--- src/rtl/rf_writeback.sv ---
// Regfile write master: port A (strict priority) and a queued port B share one registered write port.
// Latency is one edge A->write and at least two edges B handshake->write; b_ready drops only when the B queue is full.
module rf_writeback #(
   parameter int DEPTH      = 4,
   parameter int STARVE_MAX = 8
) (
   input  logic        clk,
   input  logic        rst_n,
   input  logic        a_valid,
   input  logic [4:0]  a_rd,
   input  logic [31:0] a_data,
   input  logic        b_valid,
   output logic        b_ready,
   input  logic [4:0]  b_rd,
   input  logic [31:0] b_data,
   output logic        rf_we,
   output logic [4:0]  rf_wa,
   output logic [31:0] rf_din,
   output logic [31:0] busy,
   input  logic [4:0]  q_rs1,
   input  logic [4:0]  q_rs2,
   output logic        byp1_hit,
   output logic [31:0] byp1_data,
   output logic        byp2_hit,
   output logic [31:0] byp2_data,
   output logic        b_starve
);

   localparam int AW = $clog2(DEPTH);
   localparam int CW = AW + 1;
   localparam int SW = $clog2(STARVE_MAX + 1);

   logic [4:0]       q_rd   [DEPTH];
   logic [31:0]      q_data [DEPTH];
   logic [AW-1:0]    wr_ptr;
   logic [AW-1:0]    rd_ptr;
   logic [CW-1:0]    count;
   logic [SW-1:0]    starve_cnt;
   logic [DEPTH-1:0] ent_vld;

   logic full;
   logic empty;
   logic push;
   logic pop;

   assign full    = (count == CW'(DEPTH));
   assign empty   = (count == '0);
   assign b_ready = !full;
   assign push    = b_valid && b_ready;
   assign pop     = !a_valid && !empty;

   // A slot is live when its distance from the read pointer is below the fill count.
   for (genvar g = 0; g < DEPTH; g++) begin : g_vld
      logic [AW-1:0] off;
      assign off        = AW'(g) - rd_ptr;
      assign ent_vld[g] = ({1'b0, off} < count);
   end

   always_comb begin
      busy = '0;
      for (int i = 0; i < DEPTH; i++) begin
         if (ent_vld[i]) busy[q_rd[i]] = 1'b1;
      end
      busy[0] = 1'b0;
   end

   always_ff @(posedge clk) begin
      if (push) begin
         q_rd[wr_ptr]   <= b_rd;
         q_data[wr_ptr] <= b_data;
      end
   end

   always_ff @(posedge clk or negedge rst_n) begin
      if (!rst_n) begin
         wr_ptr <= '0;
         rd_ptr <= '0;
         count  <= '0;
      end else begin
         if (push) wr_ptr <= wr_ptr + 1'b1;
         if (pop)  rd_ptr <= rd_ptr + 1'b1;
         case ({push, pop})
            2'b10:   count <= count + 1'b1;
            2'b01:   count <= count - 1'b1;
            default: count <= count;
         endcase
      end
   end

   always_ff @(posedge clk or negedge rst_n) begin
      if (!rst_n) begin
         rf_we  <= 1'b0;
         rf_wa  <= '0;
         rf_din <= '0;
      end else if (a_valid) begin
         rf_we  <= (a_rd != 5'd0);
         rf_wa  <= a_rd;
         rf_din <= a_data;
      end else if (!empty) begin
         rf_we  <= (q_rd[rd_ptr] != 5'd0);
         rf_wa  <= q_rd[rd_ptr];
         rf_din <= q_data[rd_ptr];
      end else begin
         rf_we  <= 1'b0;
      end
   end

   // Counts consecutive cycles the queued head loses to port A.
   always_ff @(posedge clk or negedge rst_n) begin
      if (!rst_n) begin
         starve_cnt <= '0;
      end else if (!empty && a_valid) begin
         if (starve_cnt < SW'(STARVE_MAX)) starve_cnt <= starve_cnt + 1'b1;
      end else begin
         starve_cnt <= '0;
      end
   end

   assign b_starve  = (starve_cnt >= SW'(STARVE_MAX));

   assign byp1_hit  = rf_we && (rf_wa == q_rs1) && (q_rs1 != 5'd0);
   assign byp1_data = byp1_hit ? rf_din : 32'd0;
   assign byp2_hit  = rf_we && (rf_wa == q_rs2) && (q_rs2 != 5'd0);
   assign byp2_data = byp2_hit ? rf_din : 32'd0;

endmodule

--- config.mk ---
export PLATFORM = sky130hd
export DESIGN_NAME = rf_writeback
export DESIGN_NICKNAME = d
export VERILOG_FILES = /design/src/rtl/rf_writeback.sv
export SDC_FILE = /design/constraint.sdc
export NUM_CORES = 1
export LEC_CHECK = 0
export CORE_MARGIN = 2
export CORE_UTILIZATION = 45
export CTS_BUF_LIST = sky130_fd_sc_hd__clkbuf_4 sky130_fd_sc_hd__clkbuf_8 sky130_fd_sc_hd__clkbuf_16
export DETAILED_ROUTE_END_ITERATION = 10
export GPL_ROUTABILITY_DRIVEN = 0
export PLACE_DENSITY = 0.76
export SLEW_MARGIN = 20
export SYNTH_ARGS = -nofsm -noshare
export SYNTH_HDL_FRONTEND = slang
export SYNTH_SLANG_ARGS = --single-unit
--- constraint.sdc ---
create_clock -name clk -period 3.1 [get_ports clk]
set_clock_uncertainty 0.15 [all_clocks]
set_input_delay 0.62 -clock clk [delete_from_list [all_inputs] [get_ports clk]]
set_output_delay 0.62 -clock clk [all_outputs]
set_load 0.01 [all_outputs]
Figure 1. Cells colored by class (run 1).
Scale: 2 px per µm.
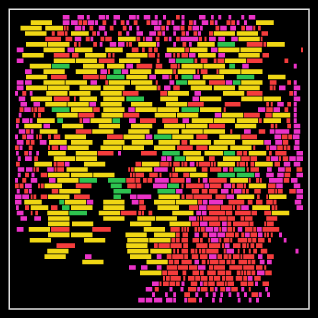
legend:
  red:
    class: all other logic
    cells: 466
  yellow:
    class: flip-flops
    cells: 197
  green:
    class: clock drivers and dummy loads
    cells: 32
  magenta:
    class: other buffers and delay cells
    cells: 284
Core ar.: 20800 µm²
Seq/total area: 43.2%
final instance area: 13100 µm²
Core Util, Final: 63.0%
# rows: 53

Figure 2. Signal wires on met3 (run 1).
Scale: 2 px per µm.
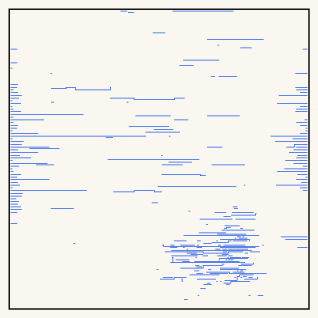
share of all routed wire: 7.2%
longest straight run: 67.4 µm
met3 Track Usage GR: 5.99%
DR vias: 7125
Total Wirelength: 26200 µm

==> flow_summary.json, run 1 <==
{
  "post_cts_resized": 365,
  "numCtsBuffers": 17,
  "max_slew_margin_pct": 51.9,
  "dp_cells": 1202,
  "p_leak_nw": 5.02,
  "syn_inst": 702,
  "r2r-end": "count[2]",
  "layout_top_cells": "edfxtp_1, clkdlybuf4s50_1, and2_1, buf_2, nand2_1",
  "p_total_w": 0.0113,
  "cts-root-buf": "clkbuf_16",
  "die_x_um": 149,
  "postRouteAntennaNets": 0,
  "setup_slack_ns": -0.132,
  "power.switching_w": 0.00412,
  "clk-power_w": 0.00224,
  "synth-edff-count": 148,
  "async_flop_share_pct": 24.9,
  "comb_power_w": 0.00504,
  "clk_latency_ns": 0.43,
  "status": "finished, violations left",
  "min_path_type": "in -> async",
  "initCoreUtil_pct": 45.5,
  "fin_crit_sh_pct": 104,
  "vias_per_cell": 5.68,
  "r2r_start": "count[0]",
  "p_int_w": 0.00714,
  "stdcell_count": 1255,
  "drc": 0,
  "yosysWarningCount": 0,
  "ys_seq_share_pct": 59.8,
  "powerDensity_nw_per_um2": 858,
  "ys_cells": 702,
  "criticalPathCategory": "reg -> out",
  "holdWs_ns": 0.0420,
  "fin_setup_tns_ns": -1.69,
  "setup_violations": 25,
  "pwr-share-seq_pct": 35.4,
  "hold_viol": 0,
  "cts_tree": "done",
  "syn-cell-area_um2": 9480,
  "drive_above_1_share_pct": 30.3,
  "cp-end-kind": "primary output",
  "maxPowerGroup": "combinational logic",
  "postCtsHoldBufs": 0,
  "path_max_fanout": 4,
  "regToRegSetupSlack_ns": 0.67,
  "ff_type": "edfxtp_1",
  "clockPowerShare_pct": 19.9,
  "ys_area_um2": 9480,
  "cap_violations": 0,
  "synthTopCellsByCount": "edfxtp_1, and2_1, nand2_1",
  "reg2reg_depth": 10,
  "drv_slew": 0,
  "irDropWorstVdd_uv": 552,
  "tool_warnings": 34,
  "top_area_share_pct": 46.9,
  "topCellsByArea": "edfxtp_1, dfrtp_1, mux4_2, and2_1, mux2i_1",
  "synth_area_leader_cell": "edfxtp_1",
  "startpoint": "rd_ptr[1]",
  "grt_pass1_wl_um": 39800,
  "start_kind": "flop",
  "die_area_um2": 22200,
  "cts_buffer_depth": 2,
  "worst_pin_slew_ns": 0.722,
  "antenna_found_initial": 1,
  "swShare_pct": 36.6,
  "clock_sinks": 197,
  "rsz0062_at_grt": "true",
  "numPortBuffers": 224,
  "combPwrFrac_pct": 44.7,
  "avgSynthCellArea_um2": 13.5,
  "postCtsSetupRepairBufs": 17,
  "place_ws_ns": -0.261,
  "grt_start_max_net_pins": 77,
  "die_h_um": 149,
  "layout_top_cell": "edfxtp_1",
  "first_iter_violations": 586,
  "failed_checks": "negative setup slack",
  "cts-htree-levels": 4,
  "layout_min_cycle_time_ns": 3.23,
  "grt_pass1_vias": 7242,
  "max_freq_ghz": 0.309,
  "dpl_cell_area_um2": 12300,
  "drt_first_pass_iters": 5,
  "dpl.hpwl_um": 17400,
  "endpoint": "busy[5]",
  "nets": 1066,
  "ios": 226,
  "gr-total-overflow": 0,
  "fp_nets": 802,
  "synth.distinct_cells": 55,
  "yosysMostFrequentCell": "edfxtp_1",
  "path_clk_slew_ns": 0.08,
  "worstPathRequired_ns": 2.33,
  "synth_flops": 197,
  "seq_power_w": 0.00399,
  "synthToLayoutAreaGrowth_pct": 38.5,
  "arrival_ns": 2.46
}
Figure 3. Metal layers overlaid (run 1).
Scale: 2 px per µm. Two of the layers only.
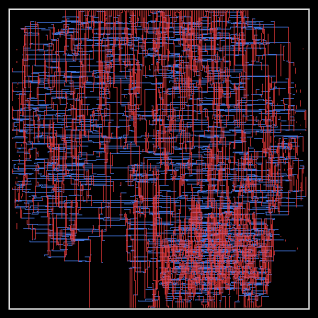
legend:
  red:
    layer: met2
    wire_length: 13100 µm
  blue:
    layer: met1
    wire_length: 10600 µm
Global Route Usage Sum: 23.4%
WL per Instance: 20.9 µm

Figure 4. Cell placement (run 1).
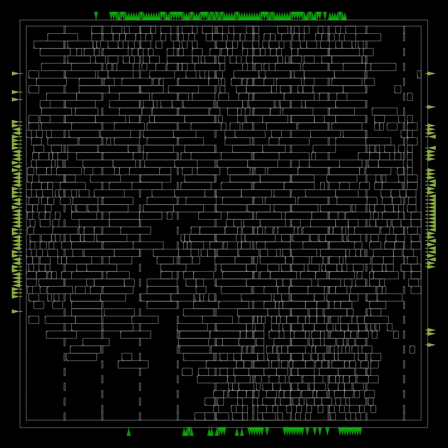
Fillers: 1581
registers: 197

-- run 1: per-layer routing --
metal | global-route usage, % | vias up | share of wire, %
li1 | - | 3216 | -
met1 | 30.5 | 3498 | 40
met2 | 38.9 | 332 | 50
met3 | 5.99 | 79 | 7.2
met4 | 6.90 | 0 | 2.5
met5 | 0 | - | 0
-- run 1: cell type report --
| cell class | instances | area, µm² | share of cell area [%] |
|---|---|---|---|
| Sequential cell | 197 | 5670 | 43.2 |
| Inverter | 13 | 48.8 | 0.372 |
| Timing Repair Buffer | 284 | 2390 | 18.2 |
| Clock buffer | 17 | 425 | 3.24 |
| Antenna cell | 1 | 2.50 | 0.0191 |
| Clock inverter | 15 | 195 | 1.49 |
| Tap cell | 275 | 344 | 2.62 |
| Multi-Input combinational cell | 453 | 4050 | 30.8 |
-- run 1: sequential cells by signal (all words and copies together), names as in the netlist --
| name | count |
|---|---|
| rf_wa | 5 |
| rd_ptr | 2 |
| rf_we | 1 |
| q_data | 128 |
| q_rd | 20 |
| count | 3 |
| starve_cnt | 4 |
| rf_din | 32 |
| wr_ptr | 2 |
-- run 1: critical path: stages (launching register included) --
cell	delay [ns]
dfrtp_2	0.47
xor2_2	0.20
inv_2	0.07
ha_4	0.22
a21oi_4	0.23
o21ai_4	0.10
buf_6	0.14
buf_6	0.11
nand2b_4	0.15
o221ai_2	0.18
buf_2	0.16
-- run 1: kinds of logic (layout without fill, tap and decap cells) --
kind of cell               Yosys count  after routing  synth area share [%]
muxes                               75             75                  12.9
AOI/OAI and AO/OA                  123            123                  9.08
adders and majority gates           12             12                  1.66
and+or+nand+nor                    225            225                  12.4
other                                1              2                0.0396
buffers and inverters               52            329                  2.44
DFF                                197            197                  59.8
xor gates and xnor gates            17             17                  1.57
Figure 5. Sequential cells colored by netlist name (run 1).
Scale: 4 px per µm. Other sequential cells in the stronger gray, the rest of the logic in the fainter gray.
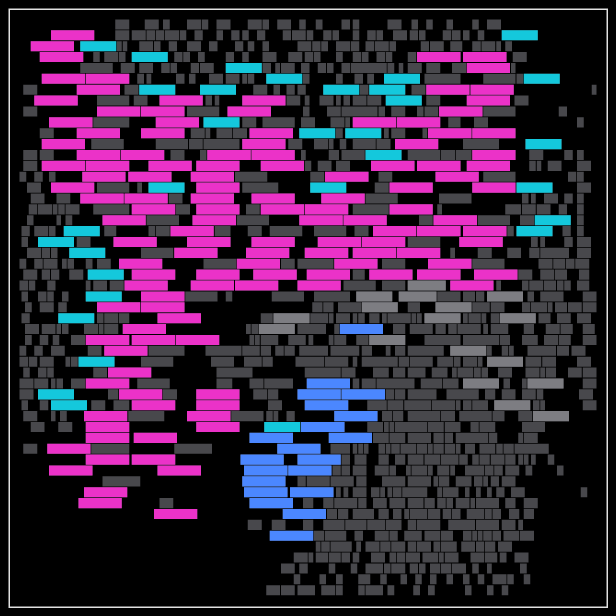

==> run 1 -> run 2 <==
CORE_UTILIZATION = 50   (was 45)
PLACE_DENSITY = 0.8   (was 0.76)
clock period = 3.6 ns   (was 3.1 ns; I/O delays follow)
Figure 6. Sequential cells colored by netlist name (run 2).
Scale: 4 px per µm. Other sequential cells in the stronger gray, the rest of the logic in the fainter gray.
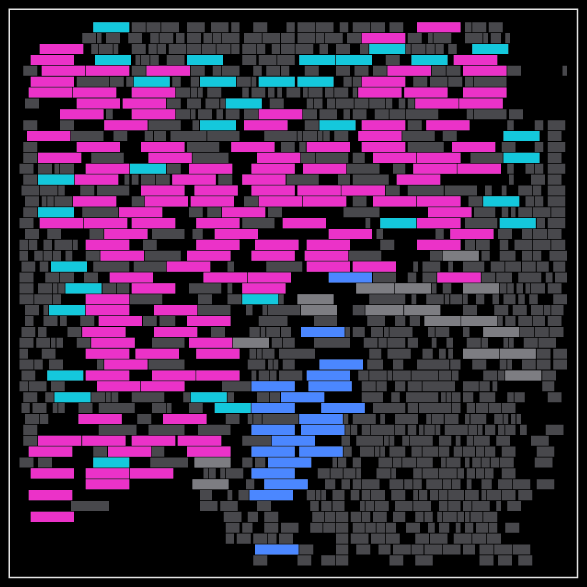
legend:
  blue:
    name_in_the_netlist: `q_rd`
    flops: 20
    where: bottom center
  magenta:
    name_in_the_netlist: `q_data`
    flops: 128
  cyan:
    name_in_the_netlist: `rf_din`
    flops: 32
Core Util, Final: 70.3%
sequential power: 0.00342 W
register area: 5670 µm²
Seq/total area: 43.3%

==> flow_summary.json, run 2 <==
{
  "power.switching_w": 0.00324,
  "drt_first_pass_iters": 7,
  "cap_violations": 0,
  "powerDensity_nw_per_um2": 690,
  "rsz0062_at_grt": "true",
  "comb_power_w": 0.00383,
  "ff_type": "edfxtp_1",
  "synth_flops": 197,
  "syn-cell-area_um2": 9480,
  "worst_pin_slew_ns": 0.728,
  "regMostFlops": "q_data",
  "grt_pass1_wl_um": 37200,
  "fillers": 1282,
  "irDropWorstVdd_uv": 407,
  "max_slew_margin_pct": 51.5,
  "grt.met2_usage_pct": 40.9,
  "worst-path-stages": 7,
  "ios": 226,
  "synth.distinct_cells": 55,
  "avgSynthCellArea_um2": 13.5,
  "antenna_found_initial": 1,
  "comb_area_um2": 3840,
  "cts_buffer_depth": 2,
  "ys_cells": 702,
  "vias_per_cell": 5.97,
  "async_flop_share_pct": 24.9,
  "top_area_share_pct": 46.9,
  "swShare_pct": 35.8,
  "crit_buf_inv": 2,
  "cp-end-kind": "primary output",
  "postRouteAntennaNets": 0,
  "maxPowerGroup": "combinational logic",
  "first_iter_violations": 615,
  "synthTopCellsByCount": "edfxtp_1, and2_1, nand2_1",
  "p_leak_nw": 5.61,
  "fp_nets": 802,
  "synthToLayoutAreaGrowth_pct": 38.3,
  "wl_per_cell_um": 21.5,
  "combPwrFrac_pct": 42.4,
  "hold_viol": 0,
  "fin_crit_sh_pct": 101,
  "met1_usage_pct": 32.0,
  "setup_violations": 2,
  "slowest_stage": "clkdlybuf4s50_1",
  "track_usage_pct": 24.3,
  "syn_inst": 702,
  "pwr-share-seq_pct": 37.8,
  "grt_start_max_net_pins": 77,
  "met1Wirelength_um": 10200,
  "clockPowerShare_pct": 19.8,
  "largest_register_ffs": 128,
  "cpPeakStageDelay_ns": 0.56,
  "numCtsBuffers": 17,
  "grt_pass1_vias": 6776,
  "gr-total-overflow": 0,
  "path_clk_slew_ns": 0.07,
  "start_kind": "flop",
  "failed_checks": "negative setup slack",
  "die_area_um2": 20100,
  "critPathTopFamily": "buffers and inverters",
  "path_max_fanout": 6,
  "p_int_w": 0.00581,
  "cts_tree": "done",
  "drc": 0,
  "numPortBuffers": 224,
  "cts-root-buf": "clkbuf_16",
  "reg2reg_depth": 11,
  "drv_slew": 0,
  "cts-htree-levels": 4,
  "ys_seq_share_pct": 59.8,
  "dpl.hpwl_um": 17000,
  "nets": 1042,
  "synth-edff-count": 148,
  "diodes": 0,
  "clock_sinks": 197,
  "min_path_type": "in -> async",
  "worstPathRequired_ns": 2.73,
  "die_h_um": 142,
  "initCoreUtil_pct": 50.8,
  "top_layer": "met4",
  "die_x_um": 142,
  "layout_top_cell": "clkdlybuf4s50_1",
  "max_freq_ghz": 0.275,
  "setup_slack_ns": -0.0424,
  "topCellsByArea": "edfxtp_1, dfrtp_1, mux4_2, and2_1, mux2i_1",
  "synth_area_leader_cell": "edfxtp_1",
  "crit_chain": "buf_4 -> ha_1 -> o21ba_2 -> nor3_2 -> a22oi_1 -> o221ai_1 -> clkdlybuf4s50_1",
  "status": "finished, violations left",
  "fp-row-count": 50,
  "arrival_ns": 2.77,
  "clk-power_w": 0.00179,
  "layout_top_cells": "clkdlybuf4s50_1, edfxtp_1, and2_1, nand2_1, dlymetal6s2s_1",
  "dr_wl_met3_um": 2020,
  "drive_above_1_share_pct": 16.2,
  "ys_area_um2": 9480,
  "layout_min_cycle_time_ns": 3.64,
  "clk_latency_ns": 0.43,
  "reg_top3": "q_data x128, rf_din x32, q_rd x20",
  "coreArea_um2": 18600,
  "tool_warnings": 34,
  "yosysMostFrequentCell": "edfxtp_1",
  "holdWs_ns": 0.159,
  "met2WireLength_um": 12800,
  "criticalPathCategory": "reg -> out",
  "busiest_layer": "met2",
  "yosysWarningCount": 0
}
Figure 7. Signal wires on met3 (run 2).
Scale: 3 px per µm.
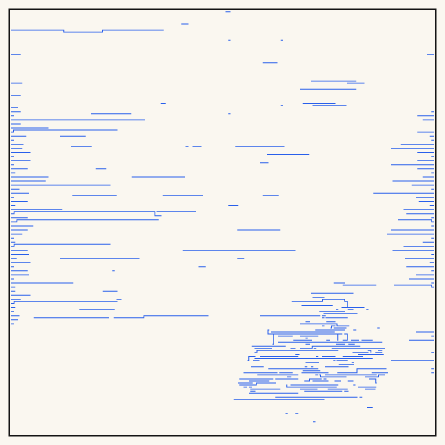
share of all routed wire: 7.9%
wire length on this layer: 2020 µm
Total Wirelength: 25500 µm
DR vias: 7102
met3 Track Usage GR: 5.57%

run 2: timing repair:
item                                    4_1_cts  5_1_grt
pin swaps                                     1       13
hold buffers                                  0        0
endpoints found under the setup margin       31       83
resized                                      29      100
gates cloned                                  0        2
buffers inserted                              6        7
run 2: area by class of cell:
| type | count | area share [%] |
|---|---|---|
| inverter | 13 | 0.372 |
| tap | 234 | 2.23 |
| timing repair buffer | 260 | 20.5 |
| multi-input combinational | 453 | 29.3 |
| clock buffer | 17 | 3.24 |
| clock inverter | 15 | 1.07 |
| sequential | 197 | 43.3 |
run 2: worst paths after layout:
kind                               startpoint       endpoint  slack (ns)
max in group asynchronous               rst_n      rf_din[1]        2.34
min in group clk                starve_cnt[2]  starve_cnt[3]        0.42
worst max register to register       count[1]       count[2]        1.07
worst min-delay path                    rst_n     rf_din[19]        0.16
worst min register to register  starve_cnt[2]  starve_cnt[3]        0.42
worst max-delay path                rd_ptr[1]       busy[21]       -0.04
run 2: stage by stage:
step	total power (W)	area, µm²	setup WS [ns]	std cells	setup TNS, ns
final	0.00904	13100	-0.0424	1189	-0.0825
after global routing	0.00950	13100	-0.136	1189	-0.819
after CTS	0.00878	12700	-0.0122	1180	-0.0122
after detailed placement	0.00682	12000	0.0438	1142	0
after global placement	0.00674	12000	0.0442	1142	0
after floorplan	0.00545	9480	0.338	702	0
run 2: logic make-up after synthesis:
| kind of cell | count (synthesis) | synth area share [%] |
|---|---|---|
| buffers and inverters | 52 | 2.44 |
| flip-flops | 197 | 59.8 |
| adder cells (fa/ha/maj) | 12 | 1.66 |
| XOR/XNOR | 17 | 1.57 |
| multiplexers | 75 | 12.9 |
| AND-OR/OR-AND | 123 | 9.08 |
| other | 1 | 0.0396 |
| AND/OR/NAND/NOR | 225 | 12.4 |
No activity file was given, so power comes from the tool's default toggle rates.
